Met2 routing:
Scale: 1.5 px per um. Cells faint in the background.
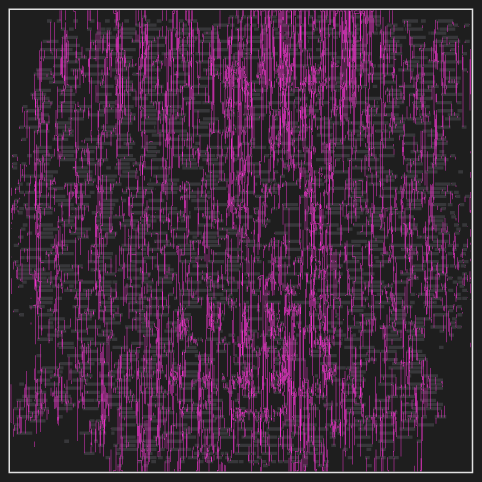
Wiring heat map:
Scale: 1 px per um. The die is cut into 31 by 31 equal tiles; dark blue is low, red is high, scaled to the fullest tile. Values are wire area over tile area, all layers added.
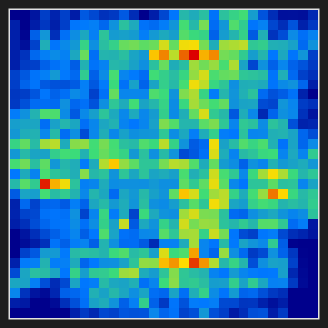
==> config.mk <==
export PLATFORM = sky130hd
export DESIGN_NAME = t_switch_buf
export DESIGN_NICKNAME = d
export VERILOG_FILES = /design/src/rtl/bft_pkg.sv /design/src/rtl/bft_fifo.sv /design/src/rtl/t_switch_buf.sv
export SDC_FILE = /design/constraint.sdc
export NUM_CORES = 1
export LEC_CHECK = 0
export CAP_MARGIN = 20
export CORE_UTILIZATION = 35
export CTS_BUF_LIST = sky130_fd_sc_hd__clkbuf_16
export DETAILED_ROUTE_END_ITERATION = 7
export HOLD_SLACK_MARGIN = 0.12
export PLACE_DENSITY_LB_ADDON = 0.05
export SYNTH_ARGS = -nofsm -noshare
export SYNTH_HDL_FRONTEND = slang
export SYNTH_SLANG_ARGS = --single-unit
==> constraint.sdc <==
create_clock -name clk -period 13.45 [get_ports clk]
set_input_delay 2.0175 -clock clk [delete_from_list [all_inputs] [get_ports clk]]
set_output_delay 2.0175 -clock clk [all_outputs]
set_load 0.03 [all_outputs]
==> src/rtl/bft_pkg.sv <==
// Shared encodings and bus helpers for the binary fat-tree switch family.
// Buses are {valid, dest, payload}; helpers take the bus zero-extended to MAX_BUS bits.
package bft_pkg;

  typedef enum logic [1:0] {
    VOID  = 2'd0,
    LEFT  = 2'd1,
    RIGHT = 2'd2,
    UP    = 2'd3
  } dir_t;

  localparam int MAX_AW  = 32;
  localparam int MAX_BUS = 256;

  function automatic logic bus_valid(input logic [MAX_BUS-1:0] bus, input int p_sz);
    return bus[p_sz-1];
  endfunction

  function automatic logic [MAX_AW-1:0] bus_dest(input logic [MAX_BUS-1:0] bus,
                                                 input int payload_sz, input int aw);
    logic [MAX_BUS-1:0] shifted;
    logic [MAX_AW-1:0]  mask;
    shifted = bus >> payload_sz;
    mask    = '1;
    mask    = mask >> (MAX_AW - aw);
    return shifted[MAX_AW-1:0] & mask;
  endfunction

  // The root splits on the top dest bit; inner switches keep only their own subtree.
  function automatic dir_t route(input logic [MAX_AW-1:0] dest, input int aw,
                                 input int level, input int addr);
    logic [MAX_AW-1:0] prefix;
    logic [MAX_AW-1:0] want;
    if (level == 0) return dest[aw-1] ? RIGHT : LEFT;
    prefix = dest >> (aw - level);
    want   = MAX_AW'(addr);
    if (prefix == want) return dest[aw-1-level] ? RIGHT : LEFT;
    return UP;
  endfunction

endpackage

==> src/rtl/bft_fifo.sv <==
// Synchronous FIFO with occupancy count; the head word is presented combinationally on rd_data.
// Pointers wrap naturally because DEPTH is a power of two.
module bft_fifo #(
  parameter int  W     = 8,
  parameter int  DEPTH = 4,
  localparam int PW    = $clog2(DEPTH),
  localparam int CW    = PW + 1
) (
  input  logic          clk,
  input  logic          reset,
  input  logic          wr_en,
  input  logic [W-1:0]  wr_data,
  input  logic          rd_en,
  output logic [W-1:0]  rd_data,
  output logic          full,
  output logic          empty,
  output logic [CW-1:0] count
);

  logic [W-1:0]  mem [DEPTH];
  logic [PW-1:0] wr_ptr;
  logic [PW-1:0] rd_ptr;
  logic          do_wr;
  logic          do_rd;

  assign full    = (count == CW'(DEPTH));
  assign empty   = (count == '0);
  assign do_wr   = wr_en && !full;
  assign do_rd   = rd_en && !empty;
  assign rd_data = mem[rd_ptr];

  always_ff @(posedge clk) begin
    if (do_wr) mem[wr_ptr] <= wr_data;
  end

  always_ff @(posedge clk) begin
    if (reset) begin
      wr_ptr <= '0;
      rd_ptr <= '0;
      count  <= '0;
    end else begin
      if (do_wr) wr_ptr <= wr_ptr + 1'b1;
      if (do_rd) rd_ptr <= rd_ptr + 1'b1;
      case ({do_wr, do_rd})
        2'b10:   count <= count + 1'b1;
        2'b01:   count <= count - 1'b1;
        default: count <= count;
      endcase
    end
  end

endmodule

==> src/rtl/t_switch_buf.sv <==
// Buffered 3-port fat-tree switch: one FIFO per input, round-robin arbitration per output,
// one register stage per output. Port index 0 = L, 1 = R, 2 = U (absent at the root).
module t_switch_buf
  import bft_pkg::*;
#(
  parameter int  NUM_LEAVES = 256,
  parameter int  PAYLOAD_SZ = 43,
  parameter int  LEVEL      = 7,
  parameter int  ADDR       = 0,
  parameter int  FIFO_DEPTH = 4,
  localparam int AW         = $clog2(NUM_LEAVES),
  localparam int P_SZ       = 1 + AW + PAYLOAD_SZ
) (
  input  logic            clk,
  input  logic            reset,
  input  logic [P_SZ-1:0] l_bus_i,
  input  logic [P_SZ-1:0] r_bus_i,
  input  logic [P_SZ-1:0] u_bus_i,
  output logic            l_ready_o,
  output logic            r_ready_o,
  output logic            u_ready_o,
  output logic [P_SZ-1:0] l_bus_o,
  output logic [P_SZ-1:0] r_bus_o,
  output logic [P_SZ-1:0] u_bus_o,
  input  logic            l_ready_i,
  input  logic            r_ready_i,
  input  logic            u_ready_i
);

  localparam bit            HAS_UP    = (LEVEL != 0);
  localparam int            NIN       = HAS_UP ? 3 : 2;
  localparam int            CW        = $clog2(FIFO_DEPTH) + 1;
  localparam logic [CW-1:0] DEPTH_CNT = CW'(FIFO_DEPTH);
  localparam logic [2:0]    PORT_EN   = {HAS_UP, 2'b11};

  logic [P_SZ-1:0] bus_in  [3];
  logic [P_SZ-1:0] head    [3];
  logic [P_SZ-1:0] out_q   [3];
  logic [CW-1:0]   count   [3];
  logic            full    [3];
  logic            empty   [3];
  dir_t            head_dir[3];
  logic [1:0]      gnt_idx [3];
  logic [1:0]      rr_ptr  [3];
  logic [2:0]      wr_en;
  logic [2:0]      pop;
  logic [2:0]      rdy;
  logic [2:0]      ready_in;
  logic [2:0]      can_load;
  logic [2:0]      gnt_any;
  logic            rst_q;

  assign bus_in   = '{l_bus_i, r_bus_i, u_bus_i};
  assign ready_in = {u_ready_i, r_ready_i, l_ready_i};

  function automatic logic [1:0] rr_pick(input logic [1:0] base, input int k);
    int s;
    s = int'(base) + k;
    if (s >= NIN) s = s - NIN;
    return 2'(s);
  endfunction

  function automatic dir_t out_dir(input int o);
    case (o)
      0:       return LEFT;
      1:       return RIGHT;
      default: return UP;
    endcase
  endfunction

  for (genvar i = 0; i < 3; i++) begin : g_in
    bft_fifo #(
      .W    (P_SZ),
      .DEPTH(FIFO_DEPTH)
    ) u_fifo (
      .clk    (clk),
      .reset  (reset),
      .wr_en  (wr_en[i]),
      .wr_data(bus_in[i]),
      .rd_en  (pop[i]),
      .rd_data(head[i]),
      .full   (full[i]),
      .empty  (empty[i]),
      .count  (count[i])
    );
  end

  // Ready depends only on the count and the registered reset flag, never on inputs.
  always_comb begin
    for (int i = 0; i < 3; i++) begin
      rdy[i]      = PORT_EN[i] && !rst_q && (count[i] != DEPTH_CNT);
      wr_en[i]    = PORT_EN[i] && !rst_q && !full[i] &&
                    bus_valid(MAX_BUS'(bus_in[i]), P_SZ);
      head_dir[i] = VOID;
      if (PORT_EN[i] && !empty[i])
        head_dir[i] = route(bus_dest(MAX_BUS'(head[i]), PAYLOAD_SZ, AW), AW, LEVEL, ADDR);
    end
  end

  // Scan from the pointer downward so the candidate closest to the pointer wins.
  always_comb begin
    pop = '0;
    for (int o = 0; o < 3; o++) begin
      can_load[o] = PORT_EN[o] && (!out_q[o][P_SZ-1] || ready_in[o]);
      gnt_any[o]  = 1'b0;
      gnt_idx[o]  = 2'd0;
      for (int k = NIN - 1; k >= 0; k--) begin
        if (head_dir[rr_pick(rr_ptr[o], k)] == out_dir(o)) begin
          gnt_any[o] = 1'b1;
          gnt_idx[o] = rr_pick(rr_ptr[o], k);
        end
      end
    end
    for (int o = 0; o < 3; o++) begin
      if (can_load[o] && gnt_any[o]) pop[gnt_idx[o]] = 1'b1;
    end
  end

  always_ff @(posedge clk) begin
    if (reset) begin
      rst_q <= 1'b1;
      for (int o = 0; o < 3; o++) begin
        out_q[o]  <= '0;
        rr_ptr[o] <= 2'd0;
      end
    end else begin
      rst_q <= 1'b0;
      for (int o = 0; o < 3; o++) begin
        if (can_load[o]) begin
          out_q[o] <= gnt_any[o] ? head[gnt_idx[o]] : '0;
          if (gnt_any[o]) rr_ptr[o] <= rr_pick(gnt_idx[o], 1);
        end
      end
    end
  end

  assign l_bus_o   = out_q[0];
  assign r_bus_o   = out_q[1];
  assign u_bus_o   = HAS_UP ? out_q[2] : '0;
  assign l_ready_o = rdy[0];
  assign r_ready_o = rdy[1];
  assign u_ready_o = rdy[2];

endmodule

==> out/metrics.cfg <==
[synth]
ys_area_um2 = 32700
ys.flop_type = edfxtp_1
avgSynthCellArea_um2 = 18.6
synth_area_um2 = 32700
ys_seq_share_pct = 73.8
synth.top_cells.by_count = edfxtp_1 (786), mux4_2 (156), nor2_1 (121)
edf_count = 786
aoi_share_pct = 5.25
xor_share_pct = 0.241
synthCells = 1758

[floorplanning]
chipArea_um2 = 94800
fp_util_pct = 35.5
core_area_um2 = 92200
n_tap_cell = 1243
chipHeight_um = 308
pin_count = 320

[placement]
place_ws_ns = 7.26
io_buffers = 319
dp.cells = 3266

[hold_path]
hold_depth = 2
min_from = g_in[1].u_fifo.count[2]

[route]
drc = 0
met2_length_um = 40200
wl_per_cell_um = 26.9
drt-met1-wl_um = 43800
wl_um = 92400
drt_first_pass_iters = 5

[outcome]
status = completed

[final_layout]
final_area_um2 = 40300
clock_tree_area_fraction_pct = 6.82
layout.nets = 2307
seq_share_pct = 60.0
largest_class = flip-flops and latches
post-route-util_pct = 43.7
signal_buffers = 351
top_regs = g_in.u_fifo.mem x624, out_q x156, g_in.u_fifo.count x9
largest_register = g_in.u_fifo.mem
nonClkBufAreaFrac_pct = 8.60
sh_comb_area_pct = 20.3
layout.cells.non_filler = 3430
logic_gates = 824
final.fill_count = 8146
lay_top_count = edfxtp_1

[worst_setup_path]
arrival_ns = 6.66
r2r-end = g_in[1].u_fifo.count[2]
endpoint = g_in[1].u_fifo.count[2]
cpLargestDelayFamily = simple AND/OR/NAND/NOR gates
crit_path_max_fanout = 83
reg2regPathDepth = 15
path_buffers = 3
end_kind = register

[power]
power_density_nw_per_um2 = 161
ir_worst_vdd_mv = 0.0983
combPwrFrac_pct = 18.5
power_top_consumer = sequential cells
power_switching_mw = 1.75
p_leak_nw = 13.7

[flow_run]
tool_warnings = 40

[clocking]
clk_pin_slew_ns = 0.06
clk_latency_ns = 0.63
htreeDepth = 3

[global_routing]
antenna_found_initial = 13

[final_timing]
rsz0062_at_grt = false
max_freq_ghz = 0.163
postLayoutSetupSlackWorst_ns = 7.33
period_minus_slack_ns = 6.12

Back to the opening pictures, 'met2 routing':
2027 nets have wire on it. The longest straight run is 110 um. The layer holds 44% of the routed length.

Back to the opening pictures, 'wiring heat map':
The fullest tile reaches 0.47. 3.7% of the tiles are nearly empty. 16% of the tiles are over half the peak. The mean over all tiles is 0.16.
via count: 17800
gr usage total: 19.3%

